**Close-up of the layout**

Window x 394 to 424, y 121 to 151 µm. Cells in gray, sequential cells in the stronger gray; small squares are vias.
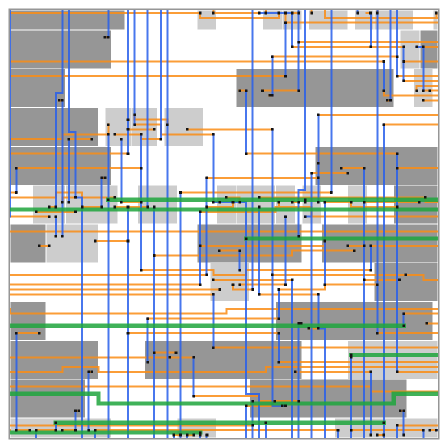
**Clock routing**

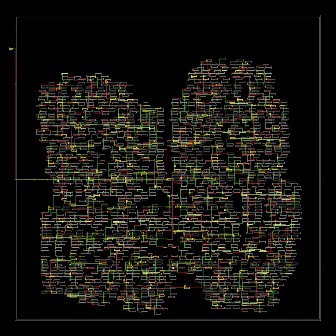
**Register map, names as in the netlist**

Bar = 200 µm. Other sequential cells in the stronger gray, the rest of the logic in the fainter gray.
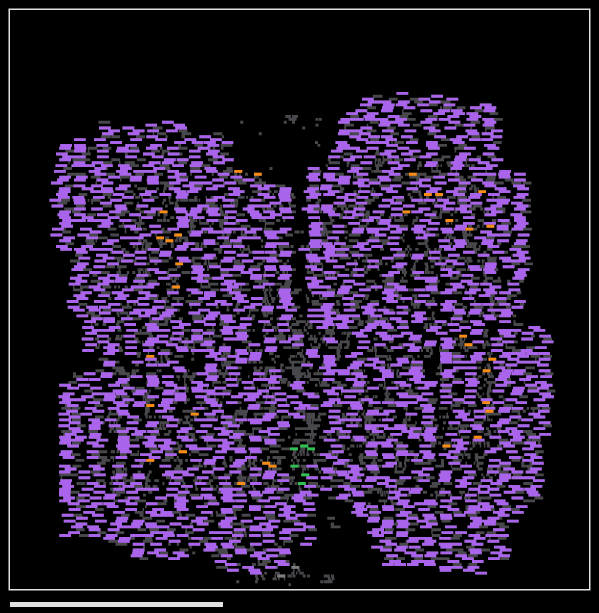
**Clock wires, drivers and flops**

Bar = 200 µm.
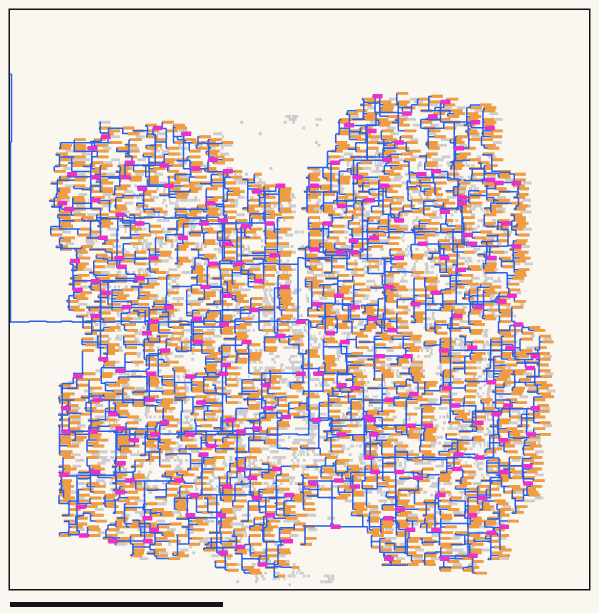
===== src/rtl/ram_pkg.sv =====
// Shared definitions for the byte-enable RAM with sweep clear.
//   ram_state_e    : clear-controller state (IDLE, CLEAR)
//   LANE_W_DEFAULT : default bits per write-enable lane
package ram_pkg;

    typedef enum logic {
        IDLE  = 1'b0,
        CLEAR = 1'b1
    } ram_state_e;

    localparam int unsigned LANE_W_DEFAULT = 8;

endpackage


===== src/rtl/ram_clr_ctrl.sv =====
// Clear-sweep controller for ram_be_clr.
// Walks the array once, one address per cycle from 0 to DEPTH-1, while busy is high.
// Reset lands in CLEAR at address 0, so the array is zeroed automatically after reset.
// Ports:
//   clk   - clock, rising edge
//   rst_n - synchronous active-low reset
//   clr   - request (re)start of the sweep at address 0
//   busy  - high in every CLEAR cycle; the array writes zero to addr this cycle
//   addr  - address being cleared this cycle
module ram_clr_ctrl
    import ram_pkg::*;
#(
    parameter int unsigned DEPTH = 64,
    localparam int unsigned AW   = $clog2(DEPTH)
) (
    input  logic          clk,
    input  logic          rst_n,
    input  logic          clr,
    output logic          busy,
    output logic [AW-1:0] addr
);

    ram_state_e    state_q;
    logic [AW-1:0] addr_q;

    always_ff @(posedge clk) begin
        if (!rst_n) begin
            state_q <= CLEAR;
            addr_q  <= '0;
        end else begin
            case (state_q)
                IDLE: begin
                    if (clr) begin
                        state_q <= CLEAR;
                        addr_q  <= '0;
                    end
                end
                CLEAR: begin
                    if (clr) begin
                        // Restart: the current address is still zeroed this cycle.
                        addr_q <= '0;
                    end else if (addr_q == AW'(DEPTH - 1)) begin
                        // End of sweep; the counter wrap is never a second pass.
                        state_q <= IDLE;
                        addr_q  <= '0;
                    end else begin
                        addr_q <= addr_q + AW'(1);
                    end
                end
                default: begin
                    state_q <= CLEAR;
                    addr_q  <= '0;
                end
            endcase
        end
    end

    assign busy = (state_q == CLEAR);
    assign addr = addr_q;

endmodule


===== src/rtl/ram_be_clr.sv =====
// Single-clock simple dual-port RAM with per-lane write enables and a sweep clear.
// Optional feature macro: RAM_BE_CLR_BYPASS_EN -- when defined, a read that hits the
// address written in the same cycle returns the newly written lanes (others from array);
// otherwise the read returns the old contents.
// Ports:
//   clk, rst_n            - clock and synchronous active-low reset
//   clr / busy            - start clear sweep / sweep in progress (writes and reads ignored)
//   data, wraddress, wren - write port
//   be                    - per-lane write enable, lane i = data[i*LANE_W +: LANE_W]
//   rdaddress, rden       - read port
//   q, rvalid             - registered read data and its valid strobe
module ram_be_clr
    import ram_pkg::*;
#(
    parameter int unsigned WIDTH  = 32,
    parameter int unsigned DEPTH  = 64,
    parameter int unsigned LANE_W = LANE_W_DEFAULT,
    localparam int unsigned NL    = WIDTH / LANE_W,
    localparam int unsigned AW    = $clog2(DEPTH)
) (
    input  logic             clk,
    input  logic             rst_n,
    input  logic             clr,
    output logic             busy,
    input  logic [WIDTH-1:0] data,
    input  logic [AW-1:0]    wraddress,
    input  logic             wren,
    input  logic [NL-1:0]    be,
    input  logic [AW-1:0]    rdaddress,
    input  logic             rden,
    output logic [WIDTH-1:0] q,
    output logic             rvalid
);

    logic [WIDTH-1:0] mem [DEPTH];
    logic [AW-1:0]    clr_addr;
    logic             wr_en;
    logic             rd_en;
    logic [WIDTH-1:0] rd_word;
    logic [WIDTH-1:0] q_q;
    logic             rvalid_q;

    ram_clr_ctrl #(
        .DEPTH (DEPTH)
    ) u_clr_ctrl (
        .clk   (clk),
        .rst_n (rst_n),
        .clr   (clr),
        .busy  (busy),
        .addr  (clr_addr)
    );

    assign wr_en = wren && !busy;
    assign rd_en = rden && !busy;

    // Storage has no reset; its contents are defined only by the sweep.
    always_ff @(posedge clk) begin
        if (rst_n) begin
            if (busy) begin
                mem[clr_addr] <= '0;
            end else if (wr_en) begin
                for (int i = 0; i < NL; i++) begin
                    if (be[i]) begin
                        mem[wraddress][i*LANE_W +: LANE_W] <= data[i*LANE_W +: LANE_W];
                    end
                end
            end
        end
    end

    always_comb begin
        rd_word = mem[rdaddress];
`ifdef RAM_BE_CLR_BYPASS_EN
        if (wr_en && (wraddress == rdaddress)) begin
            for (int i = 0; i < NL; i++) begin
                if (be[i]) begin
                    rd_word[i*LANE_W +: LANE_W] = data[i*LANE_W +: LANE_W];
                end
            end
        end
`endif
    end

    always_ff @(posedge clk) begin
        if (!rst_n) begin
            q_q      <= '0;
            rvalid_q <= 1'b0;
        end else begin
            rvalid_q <= rd_en;
            if (rd_en) begin
                q_q <= rd_word;
            end
        end
    end

    assign q      = q_q;
    assign rvalid = rvalid_q;

endmodule


===== config.mk =====
export PLATFORM = sky130hd
export DESIGN_NAME = ram_be_clr
export DESIGN_NICKNAME = d
export VERILOG_FILES = /design/src/rtl/ram_pkg.sv /design/src/rtl/ram_clr_ctrl.sv /design/src/rtl/ram_be_clr.sv
export SDC_FILE = /design/constraint.sdc
export NUM_CORES = 2
export LEC_CHECK = 0
export CAP_MARGIN = 5
export CORE_MARGIN = 2
export CORE_UTILIZATION = 28
export CTS_CLUSTER_SIZE = 16
export DETAILED_ROUTE_END_ITERATION = 8
export DONT_BUFFER_PORTS = 1
export GPL_ROUTABILITY_DRIVEN = 0
export GPL_TIMING_DRIVEN = 1
export PLACE_DENSITY = 0.48
export REMOVE_ABC_BUFFERS = 1
export SYNTH_ARGS = -nofsm -noshare
export SYNTH_HDL_FRONTEND = slang
export SYNTH_SLANG_ARGS = --single-unit
export TNS_END_PERCENT = 10

===== constraint.sdc =====
create_clock -name clk -period 3.85 [get_ports clk]
set_input_delay 0.77 -clock clk [delete_from_list [all_inputs] [get_ports clk]]
set_output_delay 0.77 -clock clk [all_outputs]
set_load 0.03 [all_outputs]

==> results.cfg <==
; synthesis and place-and-route metrics
[sta]
min_period_ps = 3442
rsz_0062_raised_after_global_routing = false
final_report_hold_violation_count = 0
final-max-slew-violation-count = 120

[status]
failed_checks = max-slew violations
status = complete, but fails checks

[clocking]
clock_sink_count = 2088
cts_hold_buf = 0
cts_root_buffer = sky130_fd_sc_hd__clkbuf_16

[floorplan]
initial_utilization_pct = 28.14
die_h_um = 544.9

[synth]
synth-cells-yosys = 4109
topCellsByArea = sky130_fd_sc_hd__edfxtp_1, sky130_fd_sc_hd__mux4_2, sky130_fd_sc_hd__mux2i_1
top_area_cell = sky130_fd_sc_hd__edfxtp_1
synth_cell_types = 60

[global_route]
grt_start_max_net_pins = 458
gr-total-overflow = 0
grt_first_pass_wirelength_mm = 334.6

[worst_setup_path]
r2r-end = mem[31][16]
ff2ff_path_depth = 6

[hold_path]
hold_path_end = rvalid
hold_class = input pin to flip-flop

[route]
drt_iter0_drc = 4303
detail-route-antenna-nets = 0
post_detailed_route_via_to_cell_ratio = 4.889
drt-pass1-iter-count = 6
Back to the opening pictures, 'close-up of the layout':
legend:
  green:
    layer: met3
  orange:
    layer: met1
  blue:
    layer: met2
sequential cells in the window: 12
cells with their middle in the window: 37
most frequent: edfxtp_1 (11), nor2_1 (8), buf_4 (5)
netlist names of flops here include: `mem` (11), `q` (1)

Back to the opening pictures, 'clock routing':
count of sequential standard cells: 2088
Worst Clk Skew: 33.61 ps
clock buffer instance count of the final layout: 289

Back to the opening pictures, 'register map, names as in the netlist':
legend:
  orange:
    netlist_name: `q`
    flops: 32
  green:
    netlist_name: `u_clr_ctrl.addr`
    flops: 6
    where: south
  purple:
    netlist_name: `mem`
    flops: 2048
share of cell area taken by flip-flops and latches: 64.87%
Post-Route Utilization: 32.99%
total sequential power: 24.6 mW
register area: 62300 µm²

Back to the opening pictures, 'clock wires, drivers and flops':
legend:
  magenta:
    item: cells driving clock nets
    count: 221
  orange:
    item: flip-flops
    count: 2088
  blue:
    item: clock wires
    length: 25.5 mm
routed clock nets: 222

[worst max-delay path: cells and delay by family]
kind	cells	cell delay (ps)
buffers and inverters	5	1720
AND-OR/OR-AND	4	1070
multiplexers	1	390
[cells in the final DEF, fill, tap and decap left out, types with 26 or more instances in the layout]
cell type                   synthesis  final
sky130_fd_sc_hd__clkinv_1           1     52
sky130_fd_sc_hd__o221ai_1          42     42
sky130_fd_sc_hd__buf_4             31    361
sky130_fd_sc_hd__a211oi_1          30     30
sky130_fd_sc_hd__and2_2             0     33
sky130_fd_sc_hd__mux2i_1          248    244
sky130_fd_sc_hd__buf_12             1     29
sky130_fd_sc_hd__nor3_1            76     74
sky130_fd_sc_hd__clkinv_2           0     36
sky130_fd_sc_hd__o22ai_1           33     33
sky130_fd_sc_hd__or4_1             28     28
sky130_fd_sc_hd__nand2_1          106     99
sky130_fd_sc_hd__edfxtp_1        2048   2048
sky130_fd_sc_hd__a21oi_1           49     49
sky130_fd_sc_hd__a221oi_1          41     41
sky130_fd_sc_hd__mux4_2           400    400
sky130_fd_sc_hd__clkbuf_16          0    225
sky130_fd_sc_hd__o21ai_0           40     40
sky130_fd_sc_hd__mux2_2            83     83
sky130_fd_sc_hd__nor2_1           221    219
sky130_fd_sc_hd__clkbuf_1         131     63
sky130_fd_sc_hd__dfxtp_1           40     40
sky130_fd_sc_hd__a22oi_1           53     53
sky130_fd_sc_hd__nand3_1           26     26
[worst max-delay path by stage]
stage                                from     endpoint  cells past startpoint
after floorplan                     be[0]   mem[15][0]                      4
after global placement              be[0]  mem[39][19]                      6
after detailed placement            be[0]   mem[7][16]                      7
after CTS                 u_clr_ctrl.busy  mem[15][16]                      6
after global routing         rdaddress[0]        q[17]                     10
final                        rdaddress[0]        q[17]                     10
[metal layers]
layer | up-vias | share of wire [%] | global-route usage [%]
met3 | 302 | 5.7 | 2.864
met5 | - | 0.021 | 0
li1 | 17670 | - | -
met4 | 8 | 2.4 | 4.016
met1 | 22520 | 44 | 22.06
met2 | 1283 | 48 | 25.91
[kinds of logic after synthesis]
| group | Yosys count |
|---|---|
| and+or+nand+nor | 597 |
| AOI/OAI and AO/OA | 397 |
| xor gates and xnor gates | 2 |
| adders and majority gates | 1 |
| buffers and inverters | 292 |
| DFF | 2088 |
| muxes | 732 |
[metrics by stage]
stage | instance area [µm²] | power, mW
floorplan | 80520 | 25.69
global placement | 88920 | 26.06
detailed placement | 88930 | 26.06
CTS | 95840 | 46.52
global route | 96040 | 47.58
finish | 96040 | 46.24
[registers in the layout, indices dropped and copies added (netlist names)]
register and flops:
rvalid 1, u_clr_ctrl.addr 6, mem 2048, q 32, u_clr_ctrl.busy 1
[where the power goes]
part	internal [mW]	switching, mW
combinational	0.511	0.630
clock	11.7	8.81
sequential	24.6	0.0109
total	36.8	9.45
[layout make-up]
type | instances | area share, %
clock inverters | 124 | 1.107
well taps | 3900 | 5.081
diodes | 12 | 0.03127
clock buffers | 289 | 6.088
repair buffers | 398 | 3.601
multi-input cells | 1729 | 19.21
inverters | 4 | 0.01563
flip-flops and latches | 2088 | 64.87
Power is estimated from default activity; no workload was simulated.
